**config.mk**
```make
export PLATFORM = sky130hd
export DESIGN_NAME = alu_pipe
export DESIGN_NICKNAME = d
export VERILOG_FILES = /design/src/rtl/alu_pipe.sv
export SDC_FILE = /design/constraint.sdc
export NUM_CORES = 1
export LEC_CHECK = 0
export CORE_UTILIZATION = 34
export DETAILED_ROUTE_END_ITERATION = 7
export SLEW_MARGIN = 25
export SYNTH_ARGS = -nofsm -noshare
export SYNTH_HDL_FRONTEND = slang
export SYNTH_SLANG_ARGS = --single-unit
```
**constraint.sdc**
```tcl
create_clock -name clk -period 3.8 [get_ports clk]
set_input_delay 1.14 -clock clk [delete_from_list [all_inputs] [get_ports clk]]
set_output_delay 1.14 -clock clk [all_outputs]
set_load 0.05 [all_outputs]
```
**src/rtl/alu_pipe.sv**
```systemverilog
// alu_pipe: two-stage ALU pipeline with valid/ready handshaking on both sides.
// Stage 1 captures the accepted operands, op code and tag. Stage 2 holds the
// computed result, tag and illegal-op flag until the consumer takes it.
// Optional feature: define ALU_PIPE_ERR_CNT_EN to add an 8-bit saturating
// count of illegal-op beats accepted at the input (port err_cnt).
module alu_pipe #(
   parameter int WIDTH = 32,
   parameter int TAG_W = 4
) (
   input  logic             clk,
   input  logic             rst,
   input  logic             in_vld,
   output logic             in_rdy,
   input  logic [3:0]       op_in,
   input  logic [WIDTH-1:0] a_in,
   input  logic [WIDTH-1:0] b_in,
   input  logic [TAG_W-1:0] tag_in,
   output logic [WIDTH-1:0] out,
   output logic [TAG_W-1:0] out_tag,
   output logic             out_vld,
   input  logic             out_rdy,
   output logic             out_err
`ifdef ALU_PIPE_ERR_CNT_EN
   ,
   output logic [7:0]       err_cnt
`endif
);

   localparam int SH_W = $clog2(WIDTH);

   // Result and illegal-op flag for one operation, packed as {err, result}.
   function automatic logic [WIDTH:0] alu_calc(input logic [3:0]       op,
                                               input logic [WIDTH-1:0] a,
                                               input logic [WIDTH-1:0] b);
      logic signed [WIDTH-1:0] a_s;
      logic signed [WIDTH-1:0] b_s;
      logic [SH_W-1:0]         sh;
      logic [WIDTH-1:0]        r;
      logic                    err;
      a_s = a;
      b_s = b;
      sh  = b[SH_W-1:0];
      r   = '0;
      err = 1'b0;
      case (op)
         4'd0:  r = '0;
         4'd1:  r = a + b;
         4'd2:  r = a - b;
         4'd3:  r = a & b;
         4'd4:  r = a | b;
         4'd5:  r = a ^ b;
         4'd6:  r = a << sh;
         4'd7:  r = a >> sh;
         4'd8:  r = a_s >>> sh;
         4'd9:  r = {{(WIDTH-1){1'b0}}, (a_s < b_s)};
         4'd10: r = {{(WIDTH-1){1'b0}}, (a < b)};
         default: begin
            r   = '0;
            err = 1'b1;
         end
      endcase
      return {err, r};
   endfunction

   logic             vld_p1;
   logic [3:0]       op_p1;
   logic [WIDTH-1:0] a_p1;
   logic [WIDTH-1:0] b_p1;
   logic [TAG_W-1:0] tag_p1;

   logic             vld_p2;
   logic [WIDTH-1:0] res_p2;
   logic [TAG_W-1:0] tag_p2;
   logic             err_p2;

   logic             adv_p2;
   logic             accept;
   logic [WIDTH:0]   calc_p1;

   // Stage 2 may take a new beat when it is empty or its beat is leaving now;
   // this out_rdy -> in_rdy path is the only combinational one through the block.
   assign adv_p2  = !vld_p2 || out_rdy;
   assign in_rdy  = !vld_p1 || !vld_p2 || out_rdy;
   assign accept  = in_vld && in_rdy;
   assign calc_p1 = alu_calc(op_p1, a_p1, b_p1);

   assign out     = res_p2;
   assign out_tag = tag_p2;
   assign out_err = err_p2;
   assign out_vld = vld_p2;

   // ---- stage 1: valid flag; reloads whenever it has room (empty or emptying)
   always_ff @(posedge clk or posedge rst) begin
      if (rst) begin
         vld_p1 <= 1'b0;
      end else if (in_rdy) begin
         vld_p1 <= in_vld;
      end
   end

   // Stage 1 data: captured only on an accepted beat, never needs clearing.
   always_ff @(posedge clk) begin
      if (accept) begin
         op_p1  <= op_in;
         a_p1   <= a_in;
         b_p1   <= b_in;
         tag_p1 <= tag_in;
      end
   end

   // ---- stage 2: result register, held while the consumer stalls
   always_ff @(posedge clk or posedge rst) begin
      if (rst) begin
         vld_p2 <= 1'b0;
         res_p2 <= '0;
         tag_p2 <= '0;
         err_p2 <= 1'b0;
      end else if (adv_p2) begin
         vld_p2 <= vld_p1;
         if (vld_p1) begin
            {err_p2, res_p2} <= calc_p1;
            tag_p2           <= tag_p1;
         end
      end
   end

`ifdef ALU_PIPE_ERR_CNT_EN
   // Increment that sticks at the top of the 8-bit range.
   function automatic logic [7:0] sat_inc(input logic [7:0] c);
      return (c == 8'hFF) ? c : c + 8'd1;
   endfunction

   // Count illegal op codes at the moment they are accepted.
   always_ff @(posedge clk or posedge rst) begin
      if (rst) begin
         err_cnt <= 8'd0;
      end else if (accept && (op_in > 4'd10)) begin
         err_cnt <= sat_inc(err_cnt);
      end
   end
`endif

endmodule

```
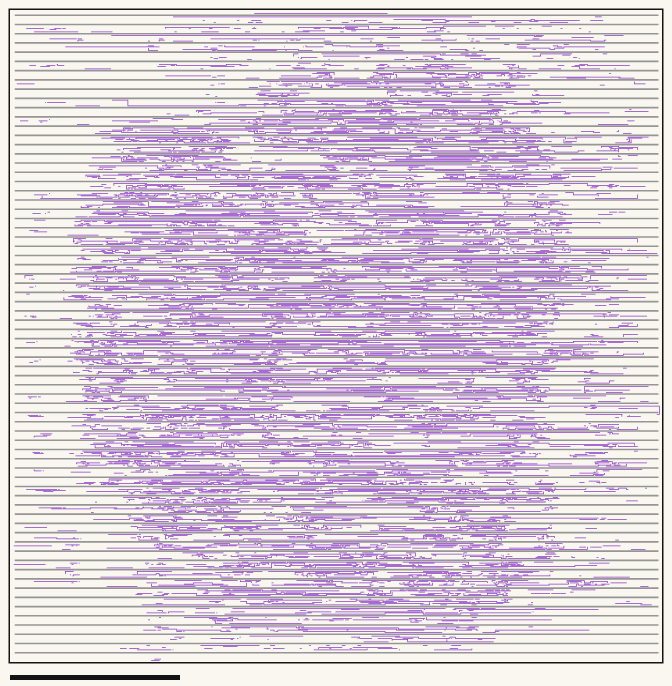
Fig. 1. The metal 1 layer (run 1).
Scale bar: 50 um. Supply wires on this layer in gray.
wire length on this layer: 25.6 mm
main direction: horizontal
nets with wire on the layer: 1606

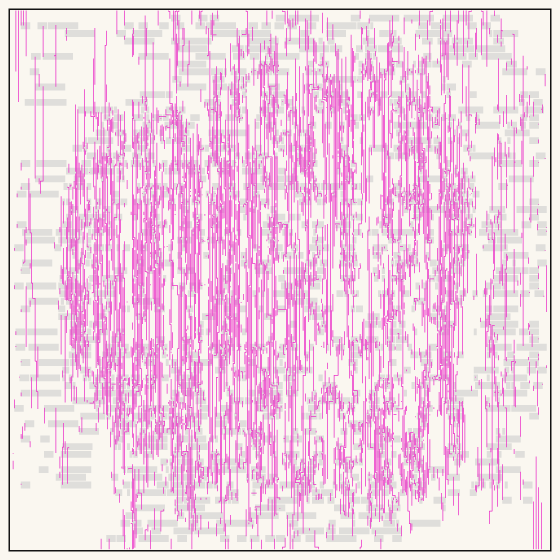
Fig. 2. M2 wires (run 1).
share of all routed wire: 42%
longest straight run: 103 um
wire length on this layer: 22.9 mm
nets with wire on the layer: 1457
main direction: vertical
overall routed net length: 54.0 mm
met2 GRT Util: 0.437

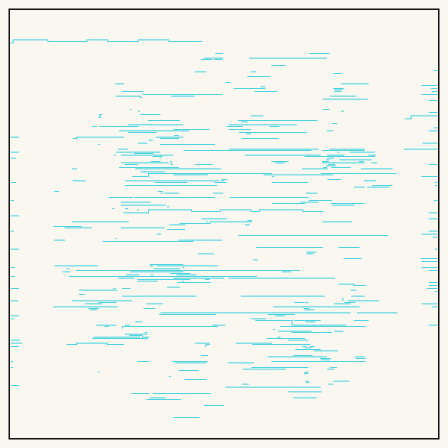
Fig. 3. Signal wires on met3 (run 1).
wire length on this layer: 3970 um
longest straight run: 100 um
main direction: horizontal
share of all routed wire: 7.4%
nets with wire on the layer: 259
vias post-DR: 12.8k
GR Layer Usage met3: 0.0455

==> deck_impl_summary.md, run 1 <==
Key Metrics from the Run

Die
  • Total core area: 35600 sq um
  • Chip Width: 192 um
  • Io pins: 115

Critical path
  • Critical path class: reg2reg
  • Critical Path Start Type: flip-flop
  • Critical Path AT: 3.94 ns
  • Endpoint type of the worst setup path: flip-flop

Synthesis
  • XORs/XNORs by Area: 0.0107
  • FA/HA/MAJ Cells, Area Fraction: 0.104
  • Ao+oa area frac: 0.294
  • Yosys stat cell total: 1513
  • Seq share, synth: 0.256
  • Commonest register cell after synthesis: edfxtp_1
  • Synth warn: 0
  • Async S/R FF share, synth: 0.351
  • Post-Syn Nets: 1690
  • MUX area fraction: 0.105

Power and ir drop
  • P per Cell Area: 323 nW/um^2
  • Maximum VDD drop: 319 uV

Clock network
  • CTS tree: yes
  • CTS clk-pin slew, worst paths: 0.09 ns
  • CTS Buf Count: 9

Layout
  • Design Area, Final: 14600 sq um
  • Fin cells: 2092

Min path
  • Hold depth: 1

STA
  • Total negative slack: 0 ns
  • Fin. Hold Viols: 0
  • Final setup violating endpoints: 0

Placed design
  • Dpl cell area: 14300 sq um

Drt
  • Post-route ant nets: 0
  • Drt first pass iters: 6
  • Drc violations: 0

Status
  • Status: completed
[run 1: sequential cells by signal, indices dropped and copies added, names as in the netlist]
signal	flops
op_p1	4
out_vld	1
out_tag	4
out_err	1
vld_p1	1
b_p1	32
out	32
a_p1	32
tag_p1	4
[run 1: worst max-delay path, cell delays in order, from the launching register on]
cell and delay, ns:
edfxtp_1 0.45, ha_1 0.29, fa_1 0.43, a211oi_2 0.27, o211ai_1 0.17, a221o_1 0.39, o211ai_1 0.42, and3_1 0.29
nor2_1 0.07, a32o_1 0.27, a2111oi_1 0.40, a311oi_1 0.09
[run 1: kinds of logic after synthesis]
group                      Yosys count
buffers and inverters              214
and+or+nand+nor                    431
adders and majority gates          101
muxes                              104
DFF                                111
AOI/OAI and AO/OA                  537
xor gates and xnor gates            15
[run 1: synth_stat cells (all sizes together) (34+ instances only)]
library cell and instances:
o21ai 114, nand2 132, buf 45, ha 99
clkbuf 69, edfxtp 72, inv 100, nor2 166
mux2i 55, dfrtp 39, a21oi 140, a211oi 34
[run 1: power by group]
part           internal, mW  leakage, nW  switching (mW)  total (mW)
Sequential             1.42         1.19           0.110        1.53
Clock                 0.504        0.136           0.460       0.964
Combinational         0.811         4.58            1.42        2.23
[run 1: final timing paths]
| check | startpoint | endpoint | slack, ns |
|---|---|---|---|
| worst max-delay path | a_p1[0] | out[24] | 0.14 |
| worst min-delay path | out[13] | out[13] | 0.48 |
| worst max register to register | a_p1[0] | out[24] | 0.14 |
| worst min register to register | out[13] | out[13] | 0.48 |
| max in group asynchronous | rst | out[13] | 2.03 |
| min in group asynchronous | rst | out_tag[2] | 1.10 |
[run 1: final cells by class]
| cell class | count | share of cell area |
|---|---|---|
| Antenna cell | 1 | 0.000171 |
| Clock buffer | 16 | 0.0194 |
| Inverter | 100 | 0.0257 |
| Multi-Input combinational cell | 1188 | 0.566 |
| Sequential cell | 111 | 0.215 |
| Tap cell | 461 | 0.0395 |
| Timing Repair Buffer | 215 | 0.135 |
[run 1: through the flow]
step	worst slack (ns)	utilization	hold WS [ns]	power, mW
after floorplan	0.107	-	0.455	2.90
after global placement	0.209	0.403	0.459	3.73
after detailed placement	0.0777	0.403	0.465	3.74
after CTS	0.0668	0.410	0.480	4.71
after global routing	0.0249	0.411	0.503	4.96
final	0.141	0.411	0.478	4.72
[run 1: metal layers]
metal / global-route usage / share of wire / vias to the layer above
met5: 0 / 0.00024 / -
met3: 0.0455 / 0.074 / 73
li1: - / - / 5860
met4: 0.0922 / 0.027 / 2
met2: 0.437 / 0.42 / 596
met1: 0.436 / 0.47 / 6259
--- run 2 (diff from run 1) ---
--- a/config.mk
+++ b/config.mk
@@ -5,7 +5,9 @@
 export SDC_FILE = /design/constraint.sdc
 export NUM_CORES = 1
 export LEC_CHECK = 0
+export CAP_MARGIN = 20
 export CORE_UTILIZATION = 34
+export CTS_CLUSTER_SIZE = 12
 export DETAILED_ROUTE_END_ITERATION = 7
 export SLEW_MARGIN = 25
 export SYNTH_ARGS = -nofsm -noshare
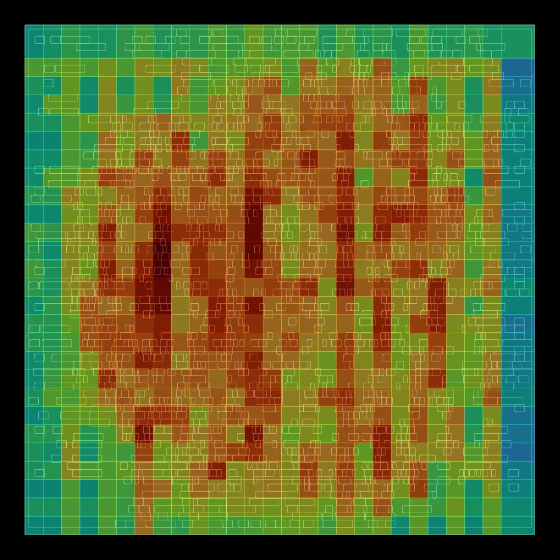
Fig. 4. Routing congestion map (run 2).
M1 GR Usage: 0.436
GR peak layer: met2

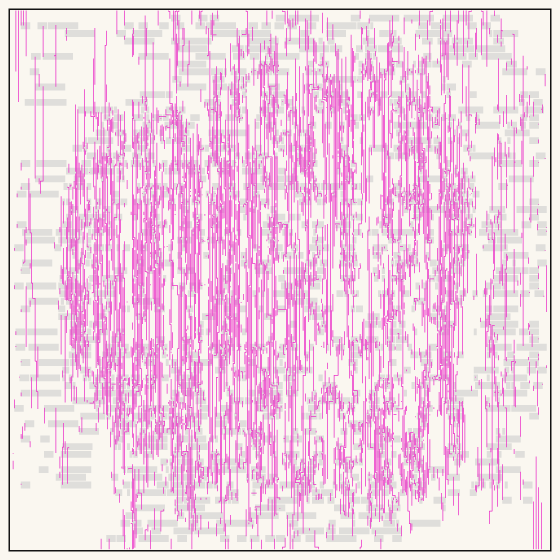
Fig. 5. M2 wires (run 2).
share of all routed wire: 42%
longest straight run: 103 um
main direction: vertical
wire length on this layer: 22.9 mm

==> deck_impl_summary.md, run 2 <==
Key Metrics from the Run

Drt
  • Drt first pass iters: 6 (unchanged)
  • Post-route ant nets: 0 (unchanged)
  • Overall routed net length: 54.0 mm (unchanged)
  • Vias post-DR: 12.8k (unchanged)

Clock network
  • CTS Buf Count: 9 (unchanged)
  • CTS tree: yes
  • CTS clk-pin slew, worst paths: 0.09 ns (about the same)

Status
  • Status: completed

Synthesis
  • Yosys stat cell total: 1513 (unchanged)
  • Synth top cell by count: nor2_1
  • Async S/R FF share, synth: 0.351 (unchanged)
  • Seq share, synth: 0.256 (unchanged)

Critical path
  • Critical Path AT: 3.94 ns (about the same)
  • Reg2reg end: out[24]
  • Critical path class: reg2reg
  • Critical Path Start Type: flip-flop

Die
  • Io pins: 115 (unchanged)

STA
  • Final setup violating endpoints: 0 (unchanged)
  • WHS: 0.478 ns (unchanged)

Power and ir drop
  • P per Cell Area: 323 nW/um^2 (unchanged)

Min path
  • Hold EP: out[13]
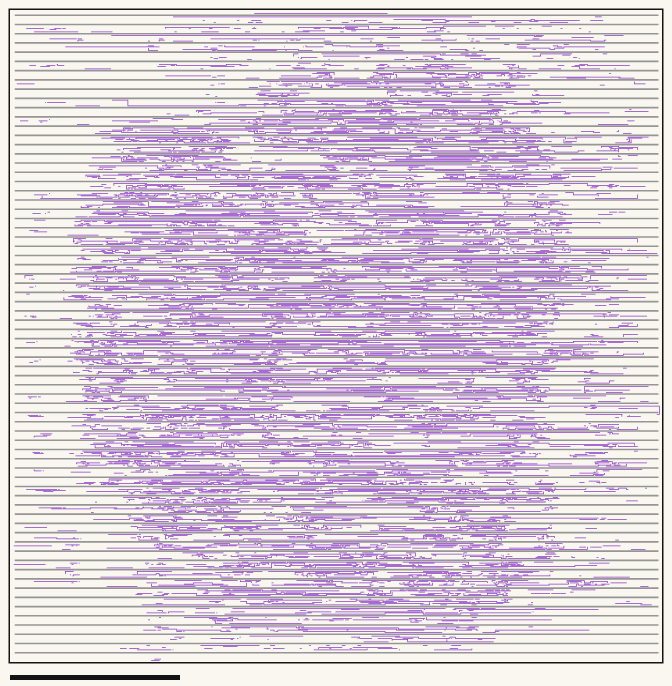
Fig. 6. The metal 1 layer (run 2).
Scale bar: 50 um. Supply wires on this layer in gray.
wire length on this layer: 25.6 mm
longest straight run: 96.8 um

## run 2: cell counts after synthesis
Identical to the previous run, type by type.
## run 2: kinds of logic after synthesis
group,Yosys count,synth area share
AND-OR/OR-AND,537,0.294
XOR/XNOR,15,0.0107
adder cells (fa/ha/maj),101,0.104
buffers and inverters,214,0.0721
flip-flops,111,0.256
multiplexers,104,0.105
AND/OR/NAND/NOR,431,0.158
## run 2: final cells by class
type | count | area (sq um) | area share
antenna | 1 | 2.50 | 0.000171
clock buffer | 16 | 283 | 0.0194
inverter | 100 | 375 | 0.0257
multi-input combinational | 1188 | 8260 | 0.566
sequential | 111 | 3140 | 0.215
tap | 461 | 577 | 0.0395
timing repair buffer | 215 | 1970 | 0.135
## run 2: worst max-delay path, cell delays in order, from the launching register on
cell and delay, ns:
edfxtp_1 0.45, ha_1 0.29, fa_1 0.43, a211oi_2 0.27, o211ai_1 0.17, a221o_1 0.39
o211ai_1 0.42, and3_1 0.29, nor2_1 0.07, a32o_1 0.27, a2111oi_1 0.40, a311oi_1 0.09
## run 2: timing repair
action / 4_1_cts / 5_1_grt
resized: 0 / 3
setup buffers: 0 / 0
setup endpoints to repair: 0 / 2
## run 2: worst max-delay path by stage
stage          slack, ns      end  cells past startpoint    start
6_report            0.14  out[24]                     11  a_p1[0]
5_1_grt             0.02  out[24]                     11  b_p1[0]
4_1_cts             0.07   out[6]                     12  b_p1[0]
3_5_place_dp        0.08   out[6]                     12  b_p1[0]
3_3_place_gp        0.21   out[6]                     12  b_p1[0]
2_1_floorplan       0.11  out[24]                     15  b_p1[2]
## run 2: layer usage
layer,share of wire,vias to the layer above,wire [um],global-route usage
li1,-,5860,-,-
met1,0.47,6259,25600,0.436
met2,0.42,596,22900,0.437
met3,0.074,73,3970,0.0455
met4,0.027,2,1470,0.0922
met5,0.00024,-,13,0
## run 2: power breakdown
part           total [mW]  internal, mW  leakage, nW  switching (mW)
logic                2.23         0.811         4.58            1.42
clock network       0.964         0.504        0.136           0.460
registers            1.53          1.42         1.19           0.110
## run 2: metrics by stage
stage / cell area [sq um] / utilization / setup slack (ns) / cells
after floorplan: 12300 / - / 0.107 / 1513
after global placement: 14300 / 0.403 / 0.209 / 2075
after detailed placement: 14300 / 0.403 / 0.0777 / 2075
after CTS: 14600 / 0.410 / 0.0668 / 2091
after global routing: 14600 / 0.411 / 0.0249 / 2091
final: 14600 / 0.411 / 0.141 / 2092
Fig. 7: run 2, met4 routing
Scale bar: 50 um. Supply wires on this layer in gray.
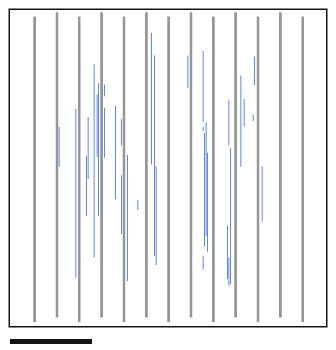

--- run 3 (diff from run 2) ---
--- a/config.mk
+++ b/config.mk
@@ -9,6 +9,7 @@
 export CORE_UTILIZATION = 34
 export CTS_CLUSTER_SIZE = 12
 export DETAILED_ROUTE_END_ITERATION = 7
+export PLACE_DENSITY_LB_ADDON = 0.05
 export SLEW_MARGIN = 25
 export SYNTH_ARGS = -nofsm -noshare
 export SYNTH_HDL_FRONTEND = slang
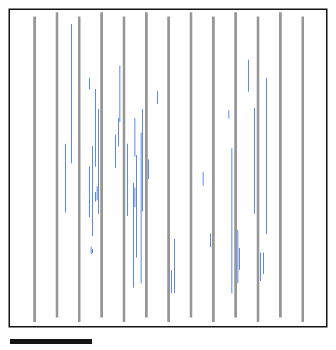
Fig. 8. Met4 routing (run 3).
Scale bar: 50 um. Supply wires on this layer in gray.
main direction: vertical
longest straight run: 94.5 um
wire length on this layer: 1200 um

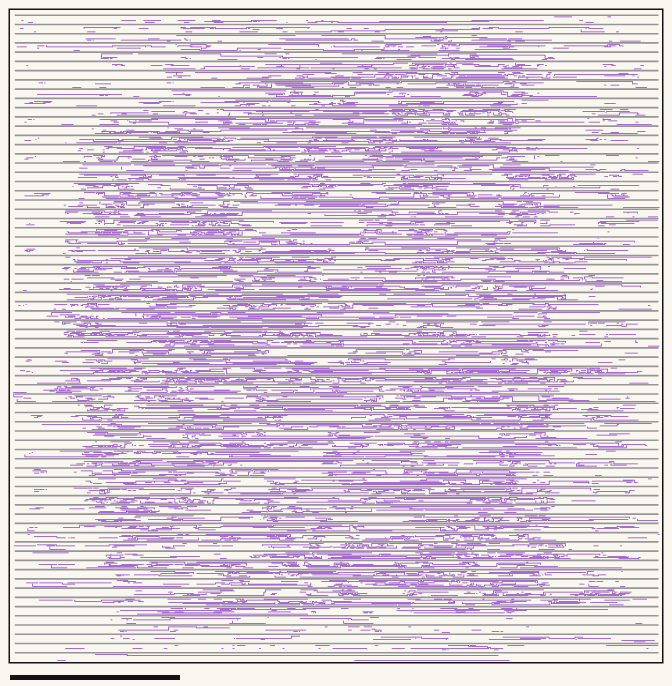
Fig. 9. The metal 1 layer (run 3).
Scale bar: 50 um. Supply wires on this layer in gray.
share of all routed wire: 47%
longest straight run: 109 um
vias post-DR: 12.7k
M1 GR Usage: 0.447
overall routed net length: 55.7 mm

==> deck_impl_summary.md, run 3 <==
Key Metrics from the Run

Synthesis
  • XORs/XNORs by Area: 0.0107 (unchanged)
  • Simple Share, Synth: 0.158 (unchanged)
  • Ao+oa area frac: 0.294 (unchanged)
  • Yosys stat cell total: 1513 (unchanged)
  • FA/HA/MAJ Cells, Area Fraction: 0.104 (unchanged)
  • Synth top cell by count: nor2_1
  • Logic family by area: AND-OR/OR-AND gates

Critical path
  • Worst path slowest cell: fa_1
  • Worst Setup SP: a_p1[0]
  • Worst-path cell chain: ha_1 -> fa_1 -> a211oi_2 -> o211ai_1 -> a221o_1 -> o211ai_1 -> buf_4 -> and3_1 -> nor2_1 -> a32o_1 -> a2111oi_2 -> a311oi_1
  • Critical Path AT: 3.81 ns (-0.13 ns)
  • Top cell family by delay on the critical path: AND-OR/OR-AND gates
  • Peak per-stage delay on the critical path: 0.48 ns (+0.03 ns)

Placed design
  • Pre-CTS WS: 0.239 ns (+0.161 ns)

Status
  • Status: completed

Clock network
  • Post-CTS setup buffers: 0 (unchanged)
  • CTS tree: yes
  • CTS clk-pin slew, worst paths: 0.08 ns (about the same)
  • CTS Buf Count: 9 (unchanged)

Drt
  • Drt first pass iters: 5 (-1)

Die
  • Io pins: 115 (unchanged)

STA
  • Final setup violating endpoints: 0 (unchanged)
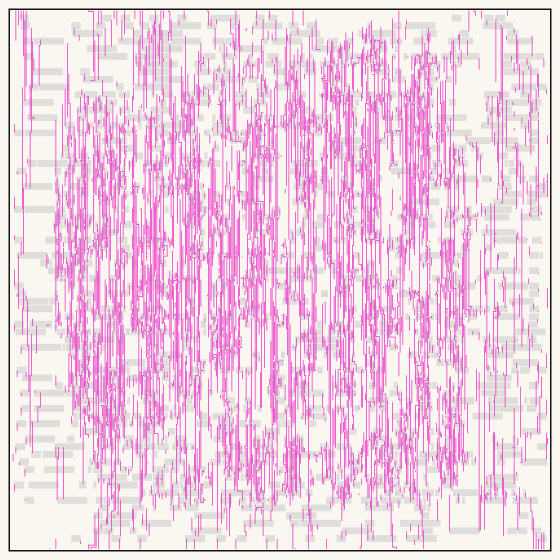
Fig. 10. M2 wires (run 3).
nets with wire on the layer: 1416
wire length on this layer: 23.4 mm
met2 GRT Util: 0.443

[run 3: timing repair]
item | 4_1_cts | 5_1_grt
hold endpoints to repair | 0 | 0
endpoints found under the setup margin | 0 | 1
gates resized | 0 | 2
[run 3: logic make-up after synthesis]
group | after synthesis
adder cells (fa/ha/maj) | 101
buffers and inverters | 214
multiplexers | 104
AND/OR/NAND/NOR | 431
flip-flops | 111
AND-OR/OR-AND | 537
XOR/XNOR | 15
[run 3: per-stage QoR]
step	utilization	instance area, sq um
final	0.412	14600
after global routing	0.412	14600
after CTS	0.411	14600
after detailed placement	0.403	14300
after global placement	0.403	14300
after floorplan	-	12300
[run 3: metal layers]
metal,vias to the layer above,wire length [um],GRT usage
li1,5866,-,-
met1,6149,26000,0.447
met2,590,23400,0.443
met3,77,5080,0.0647
met4,2,1200,0.0794
met5,-,11,0
[run 3: power breakdown]
group	switching (mW)	leakage (nW)	internal, mW	total [mW]
Combinational	1.44	4.57	0.813	2.25
Sequential	0.101	1.19	1.42	1.52
Clock	0.470	0.154	0.598	1.07
[run 3: final timing paths]
path | endpoint | slack, ns | cells after the start
setup reg to reg | out[24] | 0.26 | 12
setup / recovery | out[24] | 0.26 | 12
min in group asynchronous | out[16] | 1.07 | 2
hold / removal | out[13] | 0.48 | 1
max in group asynchronous | out_tag[0] | 2.02 | 3
hold reg to reg | out[13] | 0.48 | 1
[run 3: worst reg2reg max path: cells and delay by family (launching register included)]
kind	cells	cell delay, ns
AND-OR/OR-AND	7	1.75
flip-flops	1	0.46
AND/OR/NAND/NOR	2	0.26
adder cells (fa/ha/maj)	2	0.77
buffers and inverters	1	0.16
[run 3: final cells by class]
class	instances	area (sq um)
antenna	1	2.50
inverter	100	375
clock inverter	3	66.3
multi-input combinational	1188	8260
sequential	111	3140
tap	461	577
clock buffer	13	250
fill	3709	20900
timing repair buffer	217	1970
Power is estimated from default activity; no workload was simulated.
